===== config.mk =====
export PLATFORM = sky130hd
export DESIGN_NAME = registrador_paralelo_serial
export DESIGN_NICKNAME = d
export VERILOG_FILES = /design/src/rtl/registrador_paralelo_serial.sv
export SDC_FILE = /design/constraint.sdc
export NUM_CORES = 1
export LEC_CHECK = 0
export CAP_MARGIN = 20
export CELL_PAD_IN_SITES_DETAIL_PLACEMENT = 0
export CELL_PAD_IN_SITES_GLOBAL_PLACEMENT = 1
export CORE_AREA = 4 4 41 43
export CTS_BUF_LIST = sky130_fd_sc_hd__clkbuf_16
export DETAILED_ROUTE_END_ITERATION = 12
export DIE_AREA = 0 0 45 47
export PLACE_DENSITY = 0.74
export REMOVE_ABC_BUFFERS = 1
export SYNTH_ARGS = -nofsm -noshare
export SYNTH_HDL_FRONTEND = slang
export SYNTH_SLANG_ARGS = --single-unit

===== constraint.sdc =====
create_clock -name Clock -period 1.1 [get_ports Clock]
set_clock_uncertainty 0.15 [all_clocks]
set_input_delay 0.275 -clock Clock [delete_from_list [all_inputs] [get_ports Clock]]
set_output_delay 0.275 -clock Clock [all_outputs]
set_load 0.05 [all_outputs]

===== src/rtl/registrador_paralelo_serial.sv =====
// Parallel-in / serial-out shift register: takes a WIDTH-bit word on a Load/Ready
// handshake and sends it one bit per clock, with a valid strobe and a last-bit pulse.
module registrador_paralelo_serial #(
    parameter int WIDTH     = 4,
    parameter bit MSB_FIRST = 1'b1
) (
    input  logic             Clock,
    input  logic             Reset,
    input  logic             Load,
    input  logic [WIDTH-1:0] D,
    output logic             Ready,
    output logic             Out,
    output logic             OutValid,
    output logic             Done
);

    localparam int CW = $clog2(WIDTH);
    localparam logic [CW-1:0] LAST = CW'(WIDTH - 1);

    typedef enum logic {IDLE = 1'b0, SHIFT = 1'b1} state_t;

    state_t           r_state;
    logic [WIDTH-1:0] r_shreg;
    logic [CW-1:0]    r_count;

    logic w_shift;
    logic w_last;
    logic w_accept;
    logic w_head;

    assign w_shift  = (r_state == SHIFT);
    assign w_last   = w_shift && (r_count == LAST);
    assign Ready    = (r_state == IDLE) || w_last;
    assign w_accept = Load && Ready;
    assign w_head   = MSB_FIRST ? r_shreg[WIDTH-1] : r_shreg[0];

    // shreg is not cleared on the return to IDLE, so Out is gated by the state.
    assign Out      = w_shift && w_head;
    assign OutValid = w_shift;
    assign Done     = w_last;

    always_ff @(posedge Clock) begin
        if (Reset) begin
            r_state <= IDLE;
            r_shreg <= '0;
            r_count <= '0;
        end else if (w_accept) begin
            r_state <= SHIFT;
            r_shreg <= D;
            r_count <= '0;
        end else if (w_last) begin
            r_state <= IDLE;
        end else if (w_shift) begin
            r_count <= r_count + 1'b1;
            if (MSB_FIRST)
                r_shreg <= {r_shreg[WIDTH-2:0], 1'b0};
            else
                r_shreg <= {1'b0, r_shreg[WIDTH-1:1]};
        end
    end

endmodule


==> run_1/met1.png <==
Bar = 10 um. Cells faint in the background.
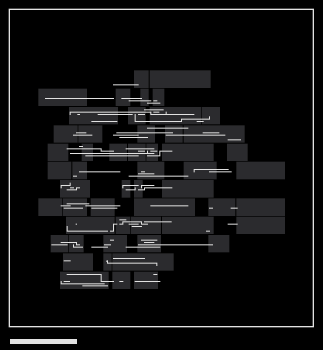
share of all routed wire	42%
longest straight run	12.4 um
wire length on this layer	303 um
main direction	horizontal
Post-Route WL: 728 um
routed vias: 298
met1 Use GR: 8.88%

==> run_1/met2.png <==
Cells faint in the background.
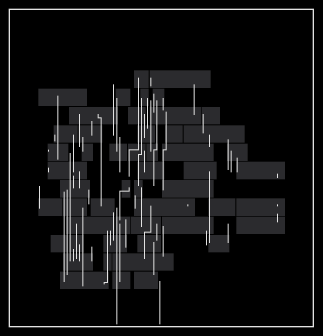
main direction	vertical
share of all routed wire	46%
global routing met2 resource utilization: 14.4%

==> run_1/met3.png <==
Bar = 10 um. Cells faint in the background.
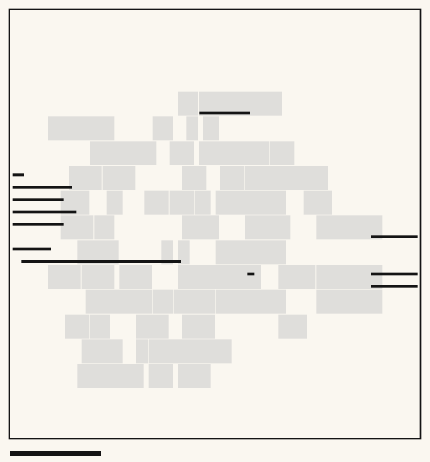
longest straight run	17.2 um
share of all routed wire	9.0%
wire length on this layer	65.5 um
nets with wire on the layer	10
main direction	horizontal
met3 Resource Use GR: 3.83%

==> impl_results.html, run 1 <==
<h3>Flow metrics</h3>
<table>
<tr><th>Metric</th><th>Value</th></tr>
<tr><th colspan="2">Outcome</th></tr>
<tr><td>Status</td><td>complete, but fails checks</td></tr>
<tr><td>Violated checks</td><td>setup timing</td></tr>
<tr><th colspan="2">Power and ir drop</th></tr>
<tr><td>Power of the sequential group</td><td>0.000289 W</td></tr>
<tr><td>Net switching power</td><td>0.000229 W</td></tr>
<tr><td>Final Total Pwr</td><td>0.00108 W</td></tr>
<tr><td>Portion of total power attributed to combinational logic</td><td>16.9%</td></tr>
<tr><th colspan="2">Clock network</th></tr>
<tr><td>Number of clock sinks</td><td>7</td></tr>
<tr><td>Clock transition at the registers of the reported paths</td><td>0.04 ns</td></tr>
<tr><td>Insertion Delay late pin</td><td>0.23 ns</td></tr>
<tr><th colspan="2">Place</th></tr>
<tr><td>Placer Congestion</td><td>0.738</td></tr>
<tr><td>Buffers added on ports</td><td>10</td></tr>
<tr><td>Area of placed instances</td><td>510 sq um</td></tr>
<tr><td>Sum of net half-perimeters after detailed placement</td><td>506 um</td></tr>
<tr><td>Pre-CTS worst setup slack</td><td>-0.479 ns</td></tr>
<tr><th colspan="2">GRT</th></tr>
<tr><td>Grt peak-use layer</td><td>met2</td></tr>
<tr><th colspan="2">Final timing</th></tr>
<tr><td>Max Clock Freq</td><td>674 MHz</td></tr>
<tr><td>Crit path setup slack, layout</td><td>-0.384 ns</td></tr>
<tr><td>Final Hold Slack</td><td>0.353 ns</td></tr>
<tr><td>Final setup fails</td><td>11</td></tr>
<tr><td>Number of failing hold endpoints at the final stage</td><td>0</td></tr>
<tr><th colspan="2">Yosys</th></tr>
<tr><td>And-or/or-and share of the synthesized area</td><td>10.4%</td></tr>
<tr><td>Yosys stat chip area</td><td>314 sq um</td></tr>
<tr><td>Top-count cell post-synth</td><td>sky130_fd_sc_hd__dfxtp_1</td></tr>
<tr><td>Number of warnings issued by yosys</td><td>0</td></tr>
<tr><td>Cell count after synthesis</td><td>32</td></tr>
<tr><td>Commonest register cell after synthesis</td><td>sky130_fd_sc_hd__dfxtp_1</td></tr>
<tr><td>Average cell area after synthesis</td><td>9.81 sq um</td></tr>
<tr><td>XOR/XNOR share of the synthesized area</td><td>0%</td></tr>
<tr><td>Number of distinct library cell variants in the gate-level netlist after synthesis</td><td>14</td></tr>
<tr><td>Proportion of synthesized area in mux cells</td><td>12.7%</td></tr>
<tr><td>Synth logic family</td><td>simple AND/OR/NAND/NOR gates</td></tr>
<tr><th colspan="2">Route</th></tr>
<tr><td>DRC marker count from the first detailed-route iteration</td><td>2</td></tr>
<tr><td>Post-route DRC violation count</td><td>0</td></tr>
<tr><td>Wire length on met2</td><td>332 um</td></tr>
<tr><th colspan="2">Final layout</th></tr>
<tr><td>Core occupancy in the finished layout</td><td>50.4%</td></tr>
<tr><td>CLK BUF</td><td>3</td></tr>
<tr><td>Area added between synthesis and finish</td><td>109%</td></tr>
<tr><td>Total Nets Final</td><td>62</td></tr>
<tr><th colspan="2">Setup path</th></tr>
<tr><td>Worst setup path start</td><td>r_count[1]</td></tr>
<tr><td>Top fanout value on the critical path</td><td>2</td></tr>
<tr><th colspan="2">Floorplanning</th></tr>
<tr><td>Placeable core region</td><td>0.00130 sq mm</td></tr>
<tr><td># IOs</td><td>11</td></tr>
</table>
==> run 1: repair_timing <==
action	4_1_cts	5_1_grt
pin swaps	3	0
endpoints found under the hold margin	0	0
buffers inserted	1	1
resized	12	5
setup endpoints to repair	11	11
==> run 1: critical path, cell delays in order (launching register included) <==
cell	delay [ns]
sky130_fd_sc_hd__dfxtp_2	0.32
sky130_fd_sc_hd__ha_4	0.16
sky130_fd_sc_hd__nor2b_4	0.14
sky130_fd_sc_hd__inv_4	0.05
sky130_fd_sc_hd__buf_12	0.14
==> run 1: registers in the layout, indices dropped and copies added (netlist names) <==
| signal | count |
|---|---|
| OutValid | 1 |
| r_count | 2 |
| r_shreg | 4 |
==> run 2: changes to the inputs <==
- DONT_BUFFER_PORTS: default -> 1
- PLACE_DENSITY: 0.74 -> 0.59
==> run_2/met1.png <==
Bar = 10 um. Cells faint in the background.
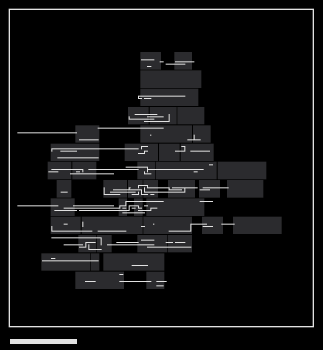
share of all routed wire	36%
nets with wire on the layer	44
routed vias: 274
Post-Route WL: 804 um

==> impl_results.html, run 2 <==
<h3>Flow metrics</h3>
<table>
<tr><th>Metric</th><th>Value</th></tr>
<tr><th colspan="2">Outcome</th></tr>
<tr><td>Status</td><td>complete, but fails checks</td></tr>
<tr><td>Violated checks</td><td>setup timing</td></tr>
<tr><th colspan="2">Route</th></tr>
<tr><td>Post-route DRC violation count</td><td>0</td></tr>
<tr><td>Wire length on met2</td><td>409 um</td></tr>
<tr><th colspan="2">GRT</th></tr>
<tr><td>Met1 Use GR</td><td>10.7%</td></tr>
<tr><td>Grt peak-use layer</td><td>met2</td></tr>
<tr><td>Met3 Resource Use GR</td><td>3.83%</td></tr>
<tr><th colspan="2">Setup path</th></tr>
<tr><td>Highest-delay cell along the critical path</td><td>sky130_fd_sc_hd__dfxtp_4</td></tr>
<tr><td>Worst setup path start</td><td>r_count[1]</td></tr>
<tr><td>Critical-path cell list</td><td>ha_4, and2_4, buf_12</td></tr>
<tr><td>Startpoint type of the worst setup path</td><td>flip-flop</td></tr>
<tr><td>Largest delay share family, worst path</td><td>flip-flops</td></tr>
<tr><td>Top fanout value on the critical path</td><td>2</td></tr>
<tr><td>Required time reported for the critical path endpoint</td><td>0.67 ns</td></tr>
<tr><td>Critical Path Stages</td><td>3</td></tr>
<tr><th colspan="2">Floorplanning</th></tr>
<tr><td>Placeable core region</td><td>0.00130 sq mm</td></tr>
<tr><td># IOs</td><td>11</td></tr>
<tr><th colspan="2">Yosys</th></tr>
<tr><td>Cell count after synthesis</td><td>32</td></tr>
<tr><td>Average cell area after synthesis</td><td>9.81 sq um</td></tr>
<tr><td>XOR/XNOR share of the synthesized area</td><td>0%</td></tr>
<tr><td>Number of warnings issued by yosys</td><td>0</td></tr>
<tr><td>Commonest register cell after synthesis</td><td>sky130_fd_sc_hd__dfxtp_1</td></tr>
<tr><td>Synth logic family</td><td>simple AND/OR/NAND/NOR gates</td></tr>
<tr><td>Top-count cell post-synth</td><td>sky130_fd_sc_hd__dfxtp_1</td></tr>
<tr><td>And-or/or-and share of the synthesized area</td><td>10.4%</td></tr>
<tr><td>Yosys stat chip area</td><td>314 sq um</td></tr>
<tr><th colspan="2">Clock network</th></tr>
<tr><td>Number of clock sinks</td><td>7</td></tr>
<tr><td>Post-CTS repair timing setup buffer count</td><td>1</td></tr>
<tr><td>Insertion Delay late pin</td><td>0.23 ns</td></tr>
<tr><th colspan="2">Final layout</th></tr>
<tr><td>Total Nets Final</td><td>53</td></tr>
<tr><td>Largest reg by FF count</td><td>r_shreg</td></tr>
<tr><td>Area added between synthesis and finish</td><td>86.9%</td></tr>
<tr><td>Max FFs per register</td><td>4</td></tr>
<tr><td>CLK BUF</td><td>3</td></tr>
<tr><th colspan="2">Place</th></tr>
<tr><td>Buffers added on ports</td><td>0</td></tr>
<tr><td>Pre-CTS worst setup slack</td><td>-0.190 ns</td></tr>
<tr><td>Area of placed instances</td><td>388 sq um</td></tr>
<tr><td>Sum of net half-perimeters after detailed placement</td><td>470 um</td></tr>
<tr><td>Placer Congestion</td><td>0.635</td></tr>
<tr><th colspan="2">Final timing</th></tr>
<tr><td>Number of failing hold endpoints at the final stage</td><td>0</td></tr>
<tr><td>Final setup fails</td><td>11</td></tr>
<tr><td>Crit path setup slack, layout</td><td>-0.338 ns</td></tr>
<tr><td>Max Clock Freq</td><td>695 MHz</td></tr>
<tr><td>Final Hold Slack</td><td>0.0130 ns</td></tr>
<tr><td>Slew at the pin closest to its max-slew limit</td><td>0.387 ns</td></tr>
<tr><th colspan="2">Power and ir drop</th></tr>
<tr><td>Final Total Pwr</td><td>0.00105 W</td></tr>
</table>
==> run_2/met2.png <==
Cells faint in the background.
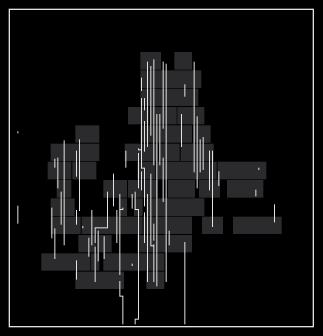
global routing met2 resource utilization: 13.3%

-- run 2: cell count changes in the layout (fill, tap and decap cells not counted), moves of 2 or more --
| cell | before | now |
|---|---|---|
| sky130_fd_sc_hd__clkdlybuf4s50_1 | 5 | 0 |
| sky130_fd_sc_hd__buf_4 | 6 | 2 |
| sky130_fd_sc_hd__dfxtp_2 | 4 | 1 |
| sky130_fd_sc_hd__a21oi_1 | 2 | 0 |
| sky130_fd_sc_hd__a21oi_2 | 0 | 2 |
| sky130_fd_sc_hd__buf_12 | 4 | 2 |
| sky130_fd_sc_hd__dfxtp_4 | 0 | 2 |
-- run 2: where the power goes --
part	switching [W]	internal [W]
Sequential	0.0000139	0.000272
Combinational	0.0000778	0.0000724
Clock	0.000139	0.000473
==> run 3: changes to the inputs <==
- SLEW_MARGIN: default -> 20
==> run_3/met2.png <==
Cells faint in the background.
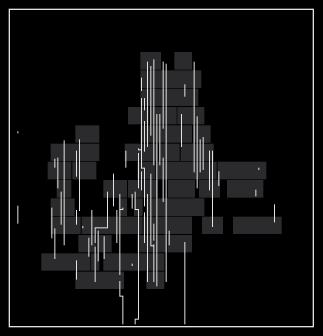
main direction	vertical
longest straight run	32.3 um

==> impl_results.html, run 3 <==
<h3>Flow metrics</h3>
<table>
<tr><th>Metric</th><th>Value</th></tr>
<tr><th colspan="2">Final timing</th></tr>
<tr><td>Slew at the pin closest to its max-slew limit</td><td>0.387 ns</td></tr>
<tr><td>Final setup fails</td><td>11</td></tr>
<tr><td>Number of failing hold endpoints at the final stage</td><td>0</td></tr>
<tr><td>Crit path setup slack, layout</td><td>-0.338 ns</td></tr>
<tr><th colspan="2">Clock network</th></tr>
<tr><td>Number of clock sinks</td><td>7</td></tr>
<tr><td>Insertion Delay late pin</td><td>0.23 ns</td></tr>
<tr><th colspan="2">Place</th></tr>
<tr><td>Pre-CTS worst setup slack</td><td>-0.190 ns</td></tr>
<tr><td>Area of placed instances</td><td>388 sq um</td></tr>
<tr><td>Buffers added on ports</td><td>0</td></tr>
<tr><th colspan="2">Setup path</th></tr>
<tr><td>Required time reported for the critical path endpoint</td><td>0.67 ns</td></tr>
<tr><td>Startpoint type of the worst setup path</td><td>flip-flop</td></tr>
<tr><td>Largest delay share family, worst path</td><td>flip-flops</td></tr>
<tr><td>Crit-path max cell delay</td><td>0.34 ns</td></tr>
<tr><th colspan="2">Yosys</th></tr>
<tr><td>Commonest register cell after synthesis</td><td>sky130_fd_sc_hd__dfxtp_1</td></tr>
<tr><td>Top-count cell post-synth</td><td>sky130_fd_sc_hd__dfxtp_1</td></tr>
<tr><td>Average cell area after synthesis</td><td>9.81 sq um</td></tr>
<tr><td>Yosys stat chip area</td><td>314 sq um</td></tr>
<tr><td>XOR/XNOR share of the synthesized area</td><td>0%</td></tr>
<tr><td>Cell count after synthesis</td><td>32</td></tr>
<tr><th colspan="2">Power and ir drop</th></tr>
<tr><td>Sequential cell fraction of total power</td><td>27.3%</td></tr>
<tr><td>Clock network power share</td><td>58.4%</td></tr>
<tr><td>Net switching power</td><td>0.000231 W</td></tr>
<tr><td>Power of the sequential group</td><td>0.000286 W</td></tr>
<tr><td>Combinational cell power</td><td>0.000150 W</td></tr>
<tr><td>Switch share</td><td>22.0%</td></tr>
<tr><th colspan="2">Outcome</th></tr>
<tr><td>Status</td><td>complete, but fails checks</td></tr>
<tr><td>Violated checks</td><td>setup timing</td></tr>
<tr><th colspan="2">Route</th></tr>
<tr><td>Routed vias</td><td>274</td></tr>
<tr><td>DRC marker count from the first detailed-route iteration</td><td>3</td></tr>
<tr><th colspan="2">Final layout</th></tr>
<tr><td>Total Nets Final</td><td>53</td></tr>
<tr><td>Max FFs per register</td><td>4</td></tr>
</table>
==> run_3/met1.png <==
Bar = 10 um. Cells faint in the background.
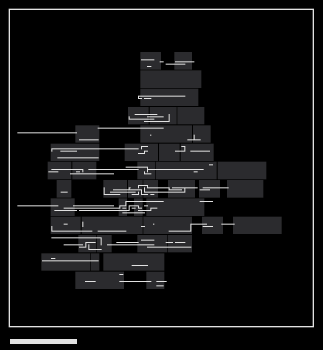
share of all routed wire	36%
main direction	horizontal
wire length on this layer	289 um
nets with wire on the layer	44
longest straight run	12.9 um
met1 Use GR: 10.7%

run 3: cell counts after synthesis:
No cell type changed its count.
run 3: cell type report:
cell class	count	area [sq um]
repair inverters	1	6.26
fillers	129	714
multi-input cells	23	223
flip-flops and latches	7	149
clock buffers	3	75.1
repair buffers	8	103
well taps	15	18.8
clock inverters	1	3.75
inverters	1	8.76
run 3: layer usage:
metal  routed length, um  up-vias  track usage [%]
li1                    -      135                -
met5                   0        -                0
met1                 288      123             10.7
met3                  63        5             3.83
met4                  42        0             12.3
met2                 409       11             13.3
run 3: timing repair:
| item | in CTS | in global routing |
|---|---|---|
| hold endpoints to repair | 7 | 0 |
| gates cloned | 1 | 0 |
| setup buffers | 1 | 1 |
| endpoints found under the setup margin | 11 | 11 |
| hold buffers | 1 | 0 |
| pin swaps | 3 | 7 |
| gates resized | 13 | 13 |

## Gallery

Where the registers sit.
Other sequential cells in the stronger gray, the rest of the logic in the fainter gray.
picture 1
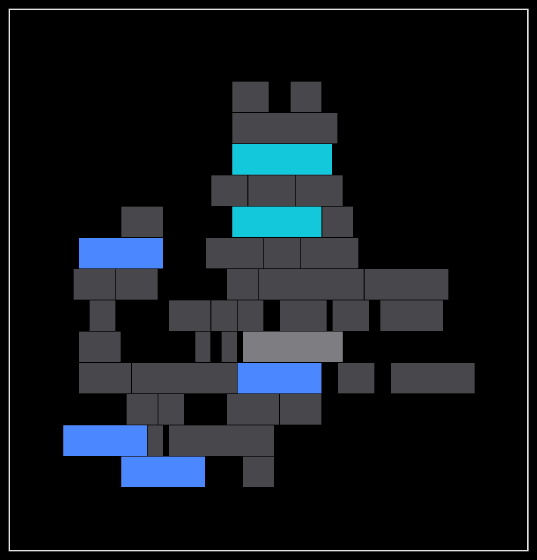
picture 2
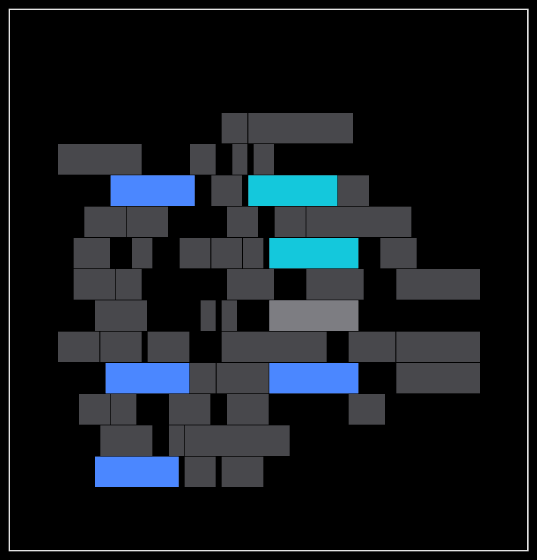
For run 1, see picture 2.
For run 3, see picture 1.
- most cells: picture 2

Key to picture 2:
signal	color	sequential cells
r_count	cyan	2
r_shreg	blue	4
not colored	1

No activity file was given, so power comes from the tool's default toggle rates.
